## src/rtl/pmu_cmd_seq.sv

```systemverilog
// Clock-change command sequencer: validates 8-bit host commands, runs hold/quiesce/apply/release
// per domain, and owns the single sleep timer that parks a domain and restores it on expiry.
module pmu_cmd_seq #(
  parameter int unsigned TICKS_PER_SEC  = 12000000,
  parameter int unsigned QUIESCE_CYCLES = 4
) (
  input  logic       clk,
  input  logic       reset,
  input  logic       cmd_valid,
  input  logic [7:0] cmd_data,
  output logic       cmd_ready,
  output logic       cmd_done,
  output logic       cmd_err,
  output logic       wake,
  output logic [2:0] hold,
  output logic [5:0] src_sel,
  output logic [8:0] fr_sel,
  output logic [2:0] sleeping
);

  typedef enum logic [1:0] {S_IDLE, S_DECODE, S_QUIESCE, S_APPLY} state_t;
  typedef enum logic [1:0] {OP_CFG, OP_SLEEP, OP_WAKE} op_t;

  state_t      state, state_d;
  op_t         op;
  logic [7:0]  cmd_q;
  logic        wake_op;
  logic [1:0]  tgt, new_src, sleep_dom, saved_src;
  logic [2:0]  new_fr, saved_fr;
  logic [3:0]  q_cnt, sec_cnt;
  logic [23:0] tick_cnt;
  logic        timer_on, pending, pend_d;

  logic [1:0]  dec_dom, seq_dom, cur_src;
  logic [2:0]  dec_fr, cur_fr;
  logic        dec_sleep, dec_err, dec_cancel, tgt_sleeping, dom_sleeping, kill, expire;

  always_comb begin
    dec_dom      = cmd_q[7:6];
    dec_sleep    = (dec_dom == 2'b11);
    cur_src      = '0;
    cur_fr       = '0;
    tgt_sleeping = 1'b0;
    dom_sleeping = 1'b0;
    for (int unsigned d = 0; d < 3; d++) begin
      if (cmd_q[5:4] == 2'(d)) begin
        cur_src      = src_sel[2*d +: 2];
        cur_fr       = fr_sel[3*d +: 3];
        tgt_sleeping = sleeping[d];
      end
      if (dec_dom == 2'(d)) dom_sleeping = sleeping[d];
    end
    case (cmd_q[3:2])
      2'b01:   dec_fr = 3'b001;
      2'b10:   dec_fr = 3'b010;
      2'b11:   dec_fr = 3'b100;
      default: dec_fr = 3'b000;
    endcase
    if (dec_sleep)
      dec_err = (cmd_q[5:4] == 2'b11) || ((cmd_q[3:0] != 4'd0) && (|sleeping));
    else
      dec_err = (cmd_q[5:4] == 2'b11) || (cmd_q[3:2] == 2'b00);
    dec_cancel = dec_sleep && (cmd_q[3:0] == 4'd0) && !dec_err;
    seq_dom    = wake_op ? sleep_dom : (dec_sleep ? cmd_q[5:4] : dec_dom);

    // Any host action that ends a sleep also drops a wake already raised for it.
    kill   = (state == S_DECODE) && !wake_op && !dec_err &&
             ((dec_cancel && tgt_sleeping) || (!dec_sleep && dom_sleeping));
    expire = timer_on && (tick_cnt == 24'(TICKS_PER_SEC - 1)) && (sec_cnt == 4'd1);
    if (kill)
      pend_d = 1'b0;
    else if ((state == S_IDLE) && pending)
      pend_d = 1'b0;
    else
      pend_d = pending | expire;

    state_d = state;
    case (state)
      S_IDLE:    if (pending || (cmd_valid && cmd_ready)) state_d = S_DECODE;
      S_DECODE:  state_d = (!wake_op && (dec_err || dec_cancel)) ? S_IDLE : S_QUIESCE;
      S_QUIESCE: if (q_cnt == 4'd0) state_d = S_APPLY;
      S_APPLY:   state_d = S_IDLE;
      default:   state_d = S_IDLE;
    endcase
  end

  always_ff @(posedge clk) begin
    if (reset) state <= S_IDLE;
    else       state <= state_d;
  end

  always_ff @(posedge clk) begin
    if (reset) begin
      cmd_ready <= 1'b1;
      cmd_done  <= 1'b0;
      cmd_err   <= 1'b0;
      wake      <= 1'b0;
      hold      <= '0;
      src_sel   <= 6'b00_10_01;
      fr_sel    <= 9'b001_100_010;
      sleeping  <= '0;
      op        <= OP_CFG;
      cmd_q     <= '0;
      wake_op   <= 1'b0;
      tgt       <= '0;
      new_src   <= '0;
      new_fr    <= '0;
      q_cnt     <= '0;
      sleep_dom <= '0;
      saved_src <= '0;
      saved_fr  <= '0;
      timer_on  <= 1'b0;
      sec_cnt   <= '0;
      tick_cnt  <= '0;
      pending   <= 1'b0;
    end else begin
      cmd_done  <= 1'b0;
      cmd_err   <= 1'b0;
      wake      <= 1'b0;
      cmd_ready <= (state_d == S_IDLE) && !pend_d;
      pending   <= pend_d;

      if (timer_on) begin
        if (tick_cnt == 24'(TICKS_PER_SEC - 1)) begin
          tick_cnt <= '0;
          sec_cnt  <= sec_cnt - 4'd1;
          if (sec_cnt == 4'd1) timer_on <= 1'b0;
        end else begin
          tick_cnt <= tick_cnt + 24'd1;
        end
      end
      if (kill) timer_on <= 1'b0;

      case (state)
        S_IDLE: begin
          if (pending) begin
            wake_op <= 1'b1;
          end else if (cmd_valid && cmd_ready) begin
            cmd_q   <= cmd_data;
            wake_op <= 1'b0;
          end
        end
        S_DECODE: begin
          if (wake_op || !(dec_err || dec_cancel)) begin
            tgt   <= seq_dom;
            q_cnt <= 4'(QUIESCE_CYCLES - 1);
            for (int unsigned d = 0; d < 3; d++)
              if (seq_dom == 2'(d)) hold[d] <= 1'b1;
          end
          if (wake_op) begin
            new_src <= saved_src;
            new_fr  <= saved_fr;
            op      <= OP_WAKE;
          end else if (dec_err) begin
            cmd_err <= 1'b1;
          end else if (dec_cancel) begin
            cmd_done <= 1'b1;
            for (int unsigned d = 0; d < 3; d++)
              if (cmd_q[5:4] == 2'(d)) sleeping[d] <= 1'b0;
          end else if (dec_sleep) begin
            saved_src <= cur_src;
            saved_fr  <= cur_fr;
            sleep_dom <= cmd_q[5:4];
            new_src   <= 2'b00;
            new_fr    <= 3'b001;
            op        <= OP_SLEEP;
          end else begin
            new_src <= cmd_q[5:4];
            new_fr  <= dec_fr;
            op      <= OP_CFG;
            for (int unsigned d = 0; d < 3; d++)
              if (dec_dom == 2'(d)) sleeping[d] <= 1'b0;
          end
        end
        S_QUIESCE: begin
          if (q_cnt != 4'd0) q_cnt <= q_cnt - 4'd1;
        end
        S_APPLY: begin
          hold <= '0;
          for (int unsigned d = 0; d < 3; d++) begin
            if (tgt == 2'(d)) begin
              src_sel[2*d +: 2] <= new_src;
              fr_sel[3*d +: 3]  <= new_fr;
              sleeping[d]       <= (op == OP_SLEEP);
            end
          end
          case (op)
            OP_SLEEP: begin
              cmd_done <= 1'b1;
              timer_on <= 1'b1;
              sec_cnt  <= cmd_q[3:0];
              tick_cnt <= '0;
            end
            OP_WAKE: wake     <= 1'b1;
            default: cmd_done <= 1'b1;
          endcase
        end
        default: ;
      endcase
    end
  end

endmodule

```

## config.mk

```make
export PLATFORM = sky130hd
export DESIGN_NAME = pmu_cmd_seq
export DESIGN_NICKNAME = d
export VERILOG_FILES = /design/src/rtl/pmu_cmd_seq.sv
export SDC_FILE = /design/constraint.sdc
export NUM_CORES = 1
export LEC_CHECK = 0
export CORE_MARGIN = 4
export CORE_UTILIZATION = 55
export CTS_CLUSTER_DIAMETER = 30
export DETAILED_ROUTE_END_ITERATION = 8
export PLACE_DENSITY_LB_ADDON = 0.12
export SETUP_SLACK_MARGIN = 0.05
export SKIP_CTS_REPAIR_TIMING = 1
export SLEW_MARGIN = 10
export SYNTH_ARGS = -nofsm -noshare
export SYNTH_HDL_FRONTEND = slang
export SYNTH_SLANG_ARGS = --single-unit
```

## constraint.sdc

```tcl
create_clock -name clk -period 5.35 [get_ports clk]
set_input_delay 1.3375 -clock clk [delete_from_list [all_inputs] [get_ports clk]]
set_output_delay 1.3375 -clock clk [all_outputs]
set_load 0.02 [all_outputs]
```

Run 1, clock distribution:
Bar = 20 um.
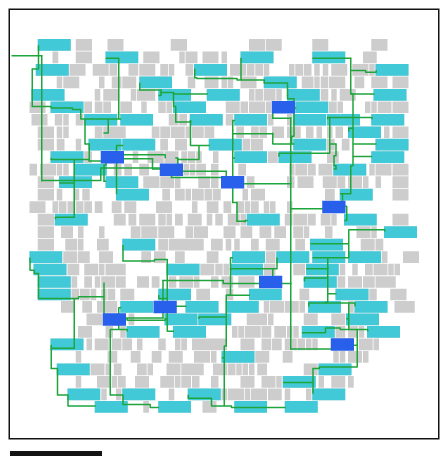
[clock wires] green | length: 996 um
[clock drivers] blue | count: 9
[flip-flops] cyan | count: 86
routed clock nets: 10
flops lie: widely spread
Worst Skew: 0.008492 ns
clock share of power: 35.4%
Skew-Pair Late Insertion Delay: 0.36 ns
P_clk: 0.000427 W

Run 1, I/O pins on the die edge:
Pins as bars across the die edge, other pins in gray.
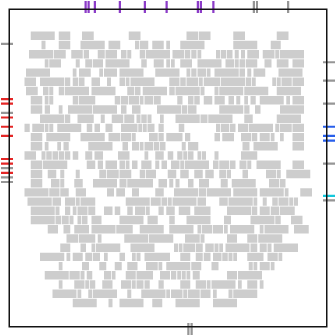
| port | color | pins | direction | edge |
|---|---|---|---|---|
| cmd_done | cyan | 1 | output | right |
| hold | blue | 3 | output | right |
| fr_sel | purple | 9 | output | top |
| cmd_data | red | 8 | input | left |
all pins by edge: 13 left, 12 top, 9 right, 2 bottom
Die Span Y: 93.28 um
Die Span X: 93.28 um

Run 1, sequential cells grouped by signal name:
Other sequential cells in the stronger gray, the rest of the logic in the fainter gray.
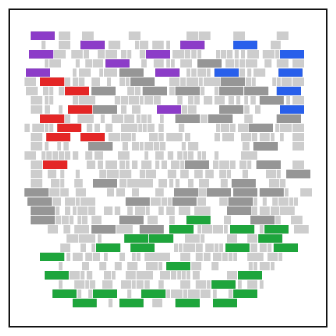
| netlist name | color | sequential cells |
|---|---|---|
| cmd_q | red | 8 |
| src_sel | blue | 6 |
| fr_sel | purple | 9 |
| tick_cnt | green | 24 |
not colored: 39

==> out/qor.yml, run 1 <==
area_dominant_class: "logic gates"
period_needed_ns: 2.765
slowest_delay_ns: 0.65
comb_share_pct: 46.28
synth_top_flop_cell: "dfxtp_1"
synth.area.mux_share_pct: 5.005
top_cell: "dfxtp_1"
use_met3_pct: 5.471
cts_sinks: 86
hold_end: "hold[1]"
fmax_ghz: 0.3616
drt_iter0_drc: 299
tightest_slew_ns: 1.198
power_frac_seq_pct: 56.0
fin_area_sq_um: 4537
worst_ep_required_time_ns: 4.01
grt_pass1_vias: 3170
status: "finished clean"
cp-endpoint: "sleeping[1]"
crit_chain: "clkdlybuf4s50_1"
power_w: 0.001204
path_class: "flop to output pin"
logic_gates: 343
ff_count: 86
via_count: 3431
worst_ep_arrival_time_ns: 1.43
switching_share_pct: 27.24
worstRegToRegCells: 4
die_area_sq_um: 8701
ys_ff: 86
peakVddDrop_mv: 0.2053
synthTopCellsByCount: "86 x dfxtp_1, 67 x nor2_1, 40 x nand2_1"
grt-busiest-layer: "met1"
synthToLayoutAreaGrowth_pct: 13.42
mi_logic_area_sq_um: 2100
hold_class: "flop to flop"
path_delay_family: "buffers and inverters"
dr.pass1.iters: 5
r2r_slack_ns: 2.72
place_inst: 577
dp_hpwl_um: 6260
==> run 2, diff against run 1 <==
Clock period 5.35 ns to 2.7 ns, I/O delays scaled along.
Run 2, metal layers overlaid:
Bar = 20 um.
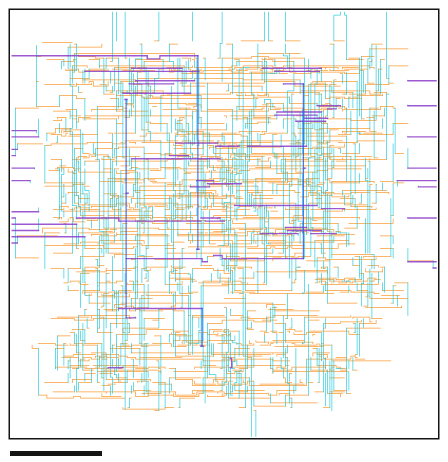
| layer | color | wire length |
|---|---|---|
| metal 4 | blue | 136 um |
| metal 1 | orange | 4,580 um |
| metal 3 | purple | 510 um |
| metal 2 | cyan | 3,800 um |

==> run 2 against run 1 <==
Against the previous run:
- setup slack worse by 2.1 ns
- highest routed layer unchanged
- largest power group unchanged
- power up 89%
- final area up 0.91%
==> out/qor.yml, run 2 <==
r2r_slack_ns: 0.52  # -2.20 ns
synthDistinctLibCells: 53
fin_area_sq_um: 4578  # +0.91%
insertion_delay_ns: 0.34  # -0.02 ns
synth.area.mux_share_pct: 5.005  # unchanged
clockPowerShare_pct: 31.8  # -3.6 points
logic_gates: 343  # unchanged
synthTopCellsByCount: "86 x dfxtp_1, 67 x nor2_1, 40 x nand2_1"
drt_iter0_drc: 240  # -20%
antenna_found_initial: 0
tightest_slew_ns: 0.7323  # -0.4662 ns
hold_end: "hold[0]"
hold_class: "flop to flop"
syn_area_per_cell_sq_um: 8.475
via_count: 3457  # +0.76%
use_met3_pct: 3.781  # -1.7 points
die_w_um: 93.28  # unchanged
mi_logic_area_sq_um: 2100  # unchanged
power_w: 0.002278  # +89%
slowest_delay_ns: 0.56  # -0.09 ns
dp_hpwl_um: 6381  # +1.9%
crit_chain: "or4b_4, nor4_4, nand4_1, o31a_1, o31a_1"
grtUsageMet1_pct: 34.04
peakVddDrop_mv: 0.2921  # +42%
status: "finished clean"
worstRegToRegCells: 5  # +1
comb_share_pct: 45.86  # -0.42 points
path_delay_family: "simple AND/OR/NAND/NOR gates"
synth_top_flop_cell: "dfxtp_1"
switching_share_pct: 25.27  # -2.0 points
grt_pass1_vias: 3039  # -4.1%
finClkSkew_ns: 0.008545  # +0.00005345 ns
grt-busiest-layer: "met1"
pg_clk_w: 0.000724  # +70%
fmax_ghz: 0.4585
place_inst: 586  # +1.6%
period_needed_ns: 2.181
ff_count: 86  # unchanged
die_h_um: 93.28  # unchanged
worst_ep_arrival_time_ns: 2.41  # +0.98 ns
dr.pass1.iters: 5  # unchanged
area_dominant_class: "logic gates"
cts_sinks: 86  # unchanged
cp-endpoint: "cmd_ready"
end_kind: "flop"
Power and IR drop assume default switching activity.
